--- src/rtl/deadlock_pkg.sv ---
// Shared types and helpers for the per-process deadlock detectors.
package deadlock_pkg;

  localparam int unsigned MAX_PROC = 32;

  typedef enum logic [2:0] {
    ST_RUN    = 3'd0,
    ST_STALL  = 3'd1,
    ST_DETECT = 3'd2,
    ST_WAIT   = 3'd3,
    ST_TOKEN  = 3'd4
  } dl_state_e;

  // Isolates the lowest set bit (two's-complement trick); zero in, zero out.
  function automatic logic [MAX_PROC-1:0] lowest_onehot(input logic [MAX_PROC-1:0] vec);
    lowest_onehot = vec & (~vec + MAX_PROC'(1));
  endfunction

endpackage

--- src/rtl/deadlock_detect_unit_stall_counter.sv ---
// Saturating stall-duration counter; hit_c flags the detection threshold.
module dl_stall_counter #(
  parameter int unsigned BLOCK_THRESHOLD = 16
) (
  input  logic clock,
  input  logic reset,
  input  logic clear,
  input  logic inc,
  output logic hit_c
);

  localparam int unsigned CNT_W = $clog2(BLOCK_THRESHOLD + 1);

  logic [CNT_W-1:0] count;

  assign hit_c = (count == CNT_W'(BLOCK_THRESHOLD));

  // Holds at the threshold rather than wrapping.
  always_ff @(posedge clock) begin
    if (reset) begin
      count <= '0;
    end else if (clear) begin
      count <= '0;
    end else if (inc && !hit_c) begin
      count <= count + CNT_W'(1);
    end
  end

endmodule

--- src/rtl/deadlock_detect_unit.sv ---
// Per-process deadlock detector: stall timing, detect flag and token forwarding
// for dependence-cycle tracing by the report unit.
module deadlock_detect_unit
  import deadlock_pkg::*;
#(
  parameter int unsigned PROC_NUM        = 4,
  parameter int unsigned MY_ID           = 0,
  parameter int unsigned BLOCK_THRESHOLD = 16
) (
  input  logic                clock,
  input  logic                reset,
  input  logic                proc_blocked,
  input  logic [PROC_NUM-1:0] dep_vec,
  input  logic [PROC_NUM-1:0] blocked_vec,
  input  logic                dl_detect_in,
  input  logic [PROC_NUM-1:0] origin,
  input  logic                token_clear,
  input  logic                token_in,
  output logic                dl_out,
  output logic [PROC_NUM-1:0] token_out_vec
);

  dl_state_e           state, state_nxt;
  logic                is_origin, is_origin_nxt;
  logic                dl_out_nxt;
  logic [PROC_NUM-1:0] token_out_nxt;
  logic [PROC_NUM-1:0] self_mask;
  logic [PROC_NUM-1:0] eff_dep_c;
  logic [PROC_NUM-1:0] first_dep_c;
  logic                stall_ok_c;
  logic                origin_mine_c;
  logic                cnt_clear;
  logic                cnt_inc;
  logic                hit_c;

  assign self_mask     = PROC_NUM'(1) << MY_ID;
  assign eff_dep_c     = dep_vec & ~self_mask;
  assign first_dep_c   = PROC_NUM'(lowest_onehot(MAX_PROC'(eff_dep_c)));
  assign origin_mine_c = |(origin & self_mask);

  // Stalled only if every process we wait on is itself stalled.
  assign stall_ok_c = proc_blocked && (eff_dep_c != '0) &&
                      ((eff_dep_c & ~blocked_vec) == '0);

  dl_stall_counter #(
    .BLOCK_THRESHOLD(BLOCK_THRESHOLD)
  ) u_stall_counter (
    .clock (clock),
    .reset (reset),
    .clear (cnt_clear),
    .inc   (cnt_inc),
    .hit_c (hit_c)
  );

  always_comb begin
    state_nxt     = state;
    is_origin_nxt = is_origin;
    dl_out_nxt    = 1'b0;
    token_out_nxt = '0;
    cnt_clear     = 1'b1;
    cnt_inc       = 1'b0;

    case (state)
      ST_RUN: begin
        if (dl_detect_in) begin
          state_nxt = ST_WAIT;
        end else if (stall_ok_c) begin
          state_nxt = ST_STALL;
          cnt_clear = 1'b0;
          cnt_inc   = 1'b1;
        end
      end

      ST_STALL: begin
        if (dl_detect_in) begin
          state_nxt = ST_WAIT;
        end else if (!stall_ok_c) begin
          state_nxt = ST_RUN;
        end else if (hit_c) begin
          state_nxt  = ST_DETECT;
          dl_out_nxt = 1'b1;
        end else begin
          cnt_clear = 1'b0;
          cnt_inc   = 1'b1;
        end
      end

      ST_DETECT: begin
        if (dl_detect_in) begin
          state_nxt = ST_WAIT;
        end else begin
          dl_out_nxt = 1'b1;
        end
      end

      // Priority: clear, then origin (drops a coincident token), then token.
      ST_WAIT: begin
        if (token_clear) begin
          state_nxt = ST_WAIT;
        end else if (origin_mine_c) begin
          state_nxt     = ST_TOKEN;
          is_origin_nxt = 1'b1;
          token_out_nxt = first_dep_c;
        end else if (token_in) begin
          state_nxt     = ST_TOKEN;
          dl_out_nxt    = 1'b1;
          token_out_nxt = first_dep_c;
        end
      end

      ST_TOKEN: begin
        state_nxt = ST_WAIT;
      end

      default: begin
        state_nxt = ST_RUN;
      end
    endcase

    if (token_clear) begin
      is_origin_nxt = 1'b0;
    end
  end

  always_ff @(posedge clock) begin
    if (reset) begin
      state         <= ST_RUN;
      is_origin     <= 1'b0;
      dl_out        <= 1'b0;
      token_out_vec <= '0;
    end else begin
      state         <= state_nxt;
      is_origin     <= is_origin_nxt;
      dl_out        <= dl_out_nxt;
      token_out_vec <= token_out_nxt;
    end
  end

endmodule

--- config.mk ---
export PLATFORM = sky130hd
export DESIGN_NAME = deadlock_detect_unit
export DESIGN_NICKNAME = d
export VERILOG_FILES = /design/src/rtl/deadlock_pkg.sv /design/src/rtl/deadlock_detect_unit_stall_counter.sv /design/src/rtl/deadlock_detect_unit.sv
export SDC_FILE = /design/constraint.sdc
export NUM_CORES = 1
export LEC_CHECK = 0
export CORE_AREA = 4 4 49 51
export CTS_BUF_LIST = sky130_fd_sc_hd__clkbuf_4
export DETAILED_ROUTE_END_ITERATION = 10
export DIE_AREA = 0 0 53 55
export PLACE_DENSITY = 0.69
export SLEW_MARGIN = 10
export SYNTH_ARGS = -nofsm -noshare
export SYNTH_HDL_FRONTEND = slang
export SYNTH_SLANG_ARGS = --single-unit
export TNS_END_PERCENT = 1
--- constraint.sdc ---
create_clock -name clock -period 1.42 [get_ports clock]
set_input_delay 0.284 -clock clock [delete_from_list [all_inputs] [get_ports clock]]
set_output_delay 0.284 -clock clock [all_outputs]
set_load 0.02 [all_outputs]
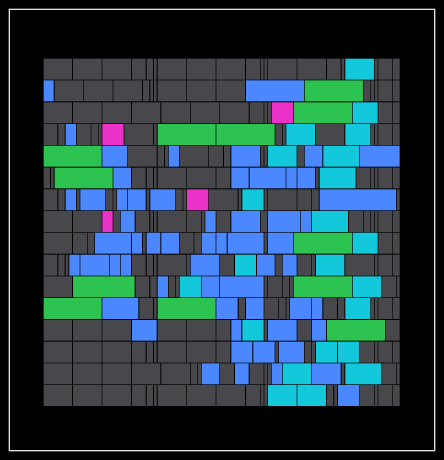
Run 1: placement by cell class
Scale: 8 px per micron. Fill, decap, tap and diode cells in gray.
- blue: all other logic (cells 59; share of their area 48%)
- cyan: other buffers and delay cells (cells 22; share of their area 23%)
- magenta: clock drivers and dummy loads (cells 4; share of their area 2.9%)
- green: flip-flops (cells 12; share of their area 26%)
Finished Core Util: 49.2%
fraction of area in registers: 25.3%
core area: 0.00194 sq mm
Final Cell Area: 955 sq um
site row count: 16

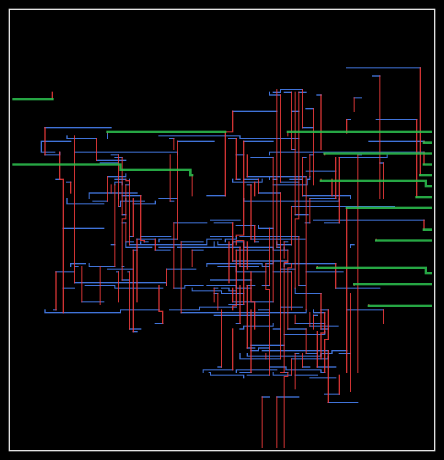
Run 1: wiring by layer
Scale: 8 px per micron.
- blue: met1 (wire length 670 microns)
- red: met2 (wire length 756 microns)
- green: met3 (wire length 144 microns)
final WL: 1570 microns
GRT Resource Usage Total: 11.4%

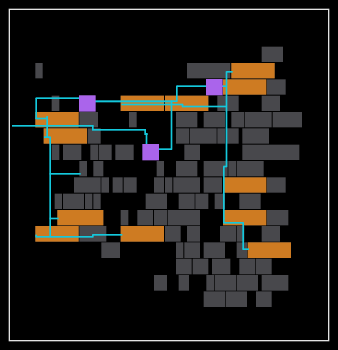
Run 1: clock wires, drivers and flops
Scale: 6 px per micron.
- orange: flip-flops (count 12)
- cyan: clock wires (length 171 microns)
- purple: cells driving clock nets (count 3)
- routed clock nets: 4
clk ins delay skew pair: 0.27 ns
clock group share of total power: 28.8%
Setup Skew: 0.00369 ns

==> results.yml, run 1 <==
# synthesis and place-and-route metrics
worst_hold_path:
  worst_hold_path.endpoint: "token_out_vec[2]"
  hold_path_startpoint: "dep_vec[2]"
  min_path_type: "input port to flip-flop"
  holdPathStages: 2
critical_path:
  r2r_start: "u_stall_counter.count[1]"
  critPathTopFamily: "AND-OR/OR-AND gates"
  rrSetupSlack_ns: 0.11
  crit_end: "state[1]"
  ff2ff_path_depth: 6
  crit_required_ns: 1.58
  crit_path_start: "proc_blocked"
  endpoint_kind: "flip-flop"
  critical_path_depth: 5
finish:
  flop_area_sq_um: 241
  nFillCells: 192
  lay_top_count: "dfxtp_1"
  largest_reg_flops: 5
  area.combinational_sq_um: 428
  top_register: "u_stall_counter.count"
  drive_gt1_share_pct: 22.7
  largest_class: "combinational gates"
  nNetsFinal: 118
  signal_buffer_area_fraction_pct: 22.0
clock_network:
  clock_sinks: 12
  cts_resized: 4
  clockRootBuffer: "clkbuf_4"
  post_cts_buffers: 0
  ctsHoldBuffers: 0
  htree_levels: 1
  clock_path_buffers: 2
floorplan:
  die_x_microns: 53
  fp.dieH_microns: 55
  dieArea_sq_mm: 0.00292
  io_pins: 23
  initCoreUtil_pct: 34.3
synth:
  ff_type: "dfxtp_1"
  synth_cell_types: 36
  syn_inst: 74
  async_flop_share_pct: 0
  top_area_share_pct: 36.1
  ys_sh_mux_pct: 3.01
  edf_count: 0
  syn_area_sq_um: 666
  top_logic_kind: "simple AND/OR/NAND/NOR gates"
  synth-adder-area-share_pct: 3.76
  ys_sh_xor_pct: 5.26
global_route:
  grt_util_met3_pct: 5.90
  use_met2_pct: 18.8
  antenna_found_initial: 0
  first_global_vias: 571
flow_run:
  warning_count: 32
  maxCapViolCount: 0
timing:
  finalHoldViolations: 0
  period_used_pct: 96.5
  fmax_ghz: 0.730
  rsz0062_at_grt: "false"
  worst_slack_ns: 0.0494
  finalSetupViolCount: 0
  whs_ns: 0.353
route:
  wl_per_cell_microns: 12.7
  firstDrtPassIters: 4
  viasPerCell: 4.82
  post-route-drc-count: 0
power:
  p_int_mw: 0.539
  p_leak_nw: 0.415
  pwr-share-seq_pct: 48.1
  power_combinational_mw: 0.173
  p_sw_share_pct: 28.1
  p_per_area_mw_per_mm2: 785
  ir_drop_uv: 577
placed_design:
  postPlaceCellArea_sq_um: 881
  dp_hpwl_microns: 1160
  port_buffers: 16
run_status:
  status: "complete, no violations"
Run 1, power grid:
Scale: 8 px per micron. Pins as bars on the die edge. Tap cells in gray.
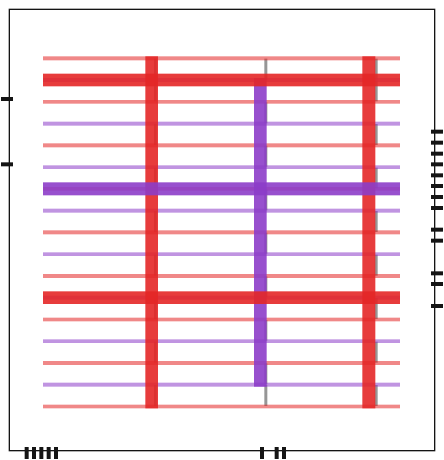

==> run 1 -> run 2 <==
ABC_AREA = 1   (was not set)
CORE_AREA = 4 4 53 55   (was 4 4 49 51)
DIE_AREA = 0 0 57 59   (was 0 0 53 55)
PLACE_DENSITY = 0.66   (was 0.69)
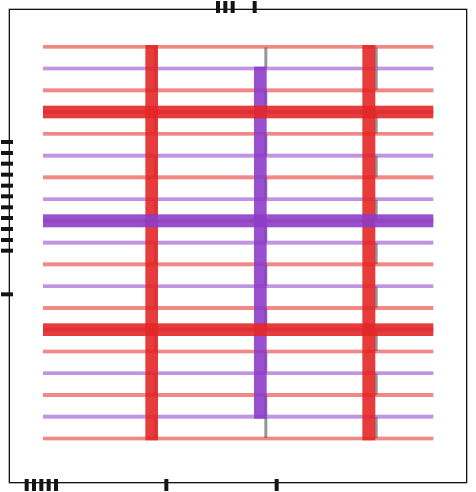
Run 2: power grid
Scale: 8 px per micron. Pins as bars on the die edge. Tap cells in gray.
- red: VSS
- purple: VDD
- rows: 18
- signal pins: 23
- met4 straps: 3
- tap cells: 30
Max VDD drop: 786 uV
Die Y: 59 microns
core area: 0.00239 sq mm
Horiz. Die Dim: 57 microns

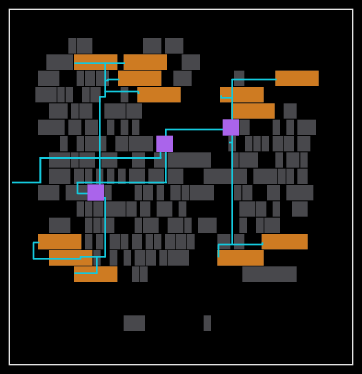
Run 2: clock wires, drivers and flops
Scale: 6 px per micron.
- purple: cells driving clock nets (count 3)
- cyan: clock wires (length 188 microns)
- orange: flip-flops (count 12)
- routed clock nets: 4
clock group share of total power: 20.7%
clock group power: 0.221 mW
clk ins delay skew pair: 0.28 ns
Setup Skew: 0.00865 ns

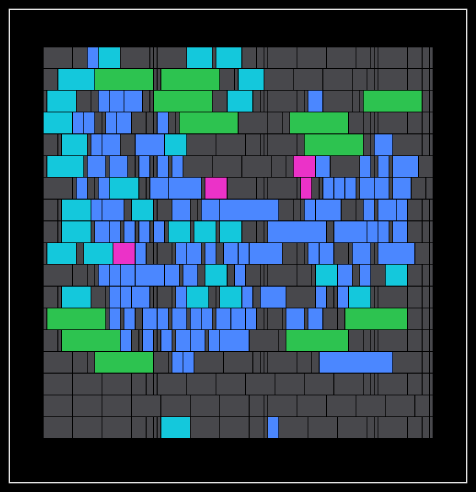
Run 2: placement by cell class
Scale: 8 px per micron. Fill, decap, tap and diode cells in gray.
Final Cell Area: 0.00113 sq mm
fraction of area in registers: 21.5%

==> run 2 against run 1 <==
Against the previous run:
- clock skew grew 0.0050 ns
- non-clock buffer count up 6
- sequential share of layout area fell by 3.8 points
- largest cell class unchanged
- critical path type unchanged
- clock power grew 2%
- critical path depth rose by 5
- worst hold slack lost 0.029 ns
- highest routed layer unchanged
==> results.yml, run 2 <==
# synthesis and place-and-route metrics
route:
  wl_per_cell_microns: 9.61
  firstDrtPassIters: 4
  totalWireLength_microns: 1710
  viasPerCell: 4.51
  post-route-drc-count: 0
finish:
  nFillCells: 287
  largest_reg_flops: 5
  reg_top3: "u_stall_counter.count x5, state x3, token_out_vec x3"
  signal_buffer_area_fraction_pct: 22.1
  postLayoutCoreUtil_pct: 47.3
  top_register: "u_stall_counter.count"
  flop_area_sq_um: 243
  nNetsFinal: 169
  lay_top_count: "nand2_1"
  drive_gt1_share_pct: 28.4
  largest_class: "combinational gates"
placed_design:
  dp_hpwl_microns: 1420
  gp_congestion: 0.894
  postPlaceCellArea_sq_mm: 0.00104
global_route:
  grt_util_met3_pct: 4.79
  first_global_vias: 702
  antenna_found_initial: 0
  grt_usage_pct: 10.9
critical_path:
  crit_required_ns: 1.59
  r2r_start: "u_stall_counter.count[0]"
  critical_path.slowest_cell: "clkdlybuf4s50_1"
  rrSetupSlack_ns: 0.08
  arrival_ns: 1.55
  crit_end: "u_stall_counter.count[2]"
  critPathTopFamily: "simple AND/OR/NAND/NOR gates"
  endpoint_kind: "flip-flop"
  critical_path_depth: 10
timing:
  period_used_pct: 96.8
  fmax_ghz: 0.728
  finalSetupViolCount: 0
  rsz0062_at_grt: "true"
  finalHoldViolations: 0
  worst_slack_ns: 0.0459
  whs_ns: 0.324
synth:
  async_flop_share_pct: 0
  ff_type: "dfxtp_1"
  syn_inst: 117
  top_area_share_pct: 31.1
  top_logic_kind: "simple AND/OR/NAND/NOR gates"
  ys_sh_xor_pct: 2.27
  ys_seq_elements: 12
  synth-adder-area-share_pct: 3.24
  syn_area_sq_um: 773
  ys_sh_mux_pct: 0
power:
  p_sw_share_pct: 37.4
  p_leak_nw: 0.531
  p_int_mw: 0.669
  power_combinational_mw: 0.460
  pwr-share-seq_pct: 36.3
  p_per_area_mw_per_mm2: 947
clock_network:
  clockRootBuffer: "clkbuf_4"
  clock_path_buffers: 2
  ctsHoldBuffers: 0
  clkTransAtPathRegs_ns: 0.08
  post_cts_buffers: 0
  cts_resized: 6
floorplan:
  initCoreUtil_pct: 32.4
  dieArea_sq_mm: 0.00336
  io_pins: 23
  row_count: 18
worst_hold_path:
  holdPathStages: 3
  min_path_type: "input port to flip-flop"
  worst_hold_path.endpoint: "token_out_vec[1]"
flow_run:
  maxCapViolCount: 0
  warning_count: 34
run_status:
  status: "complete, no violations"
Power figures rest on the tool's default switching activity, not on a simulated workload.
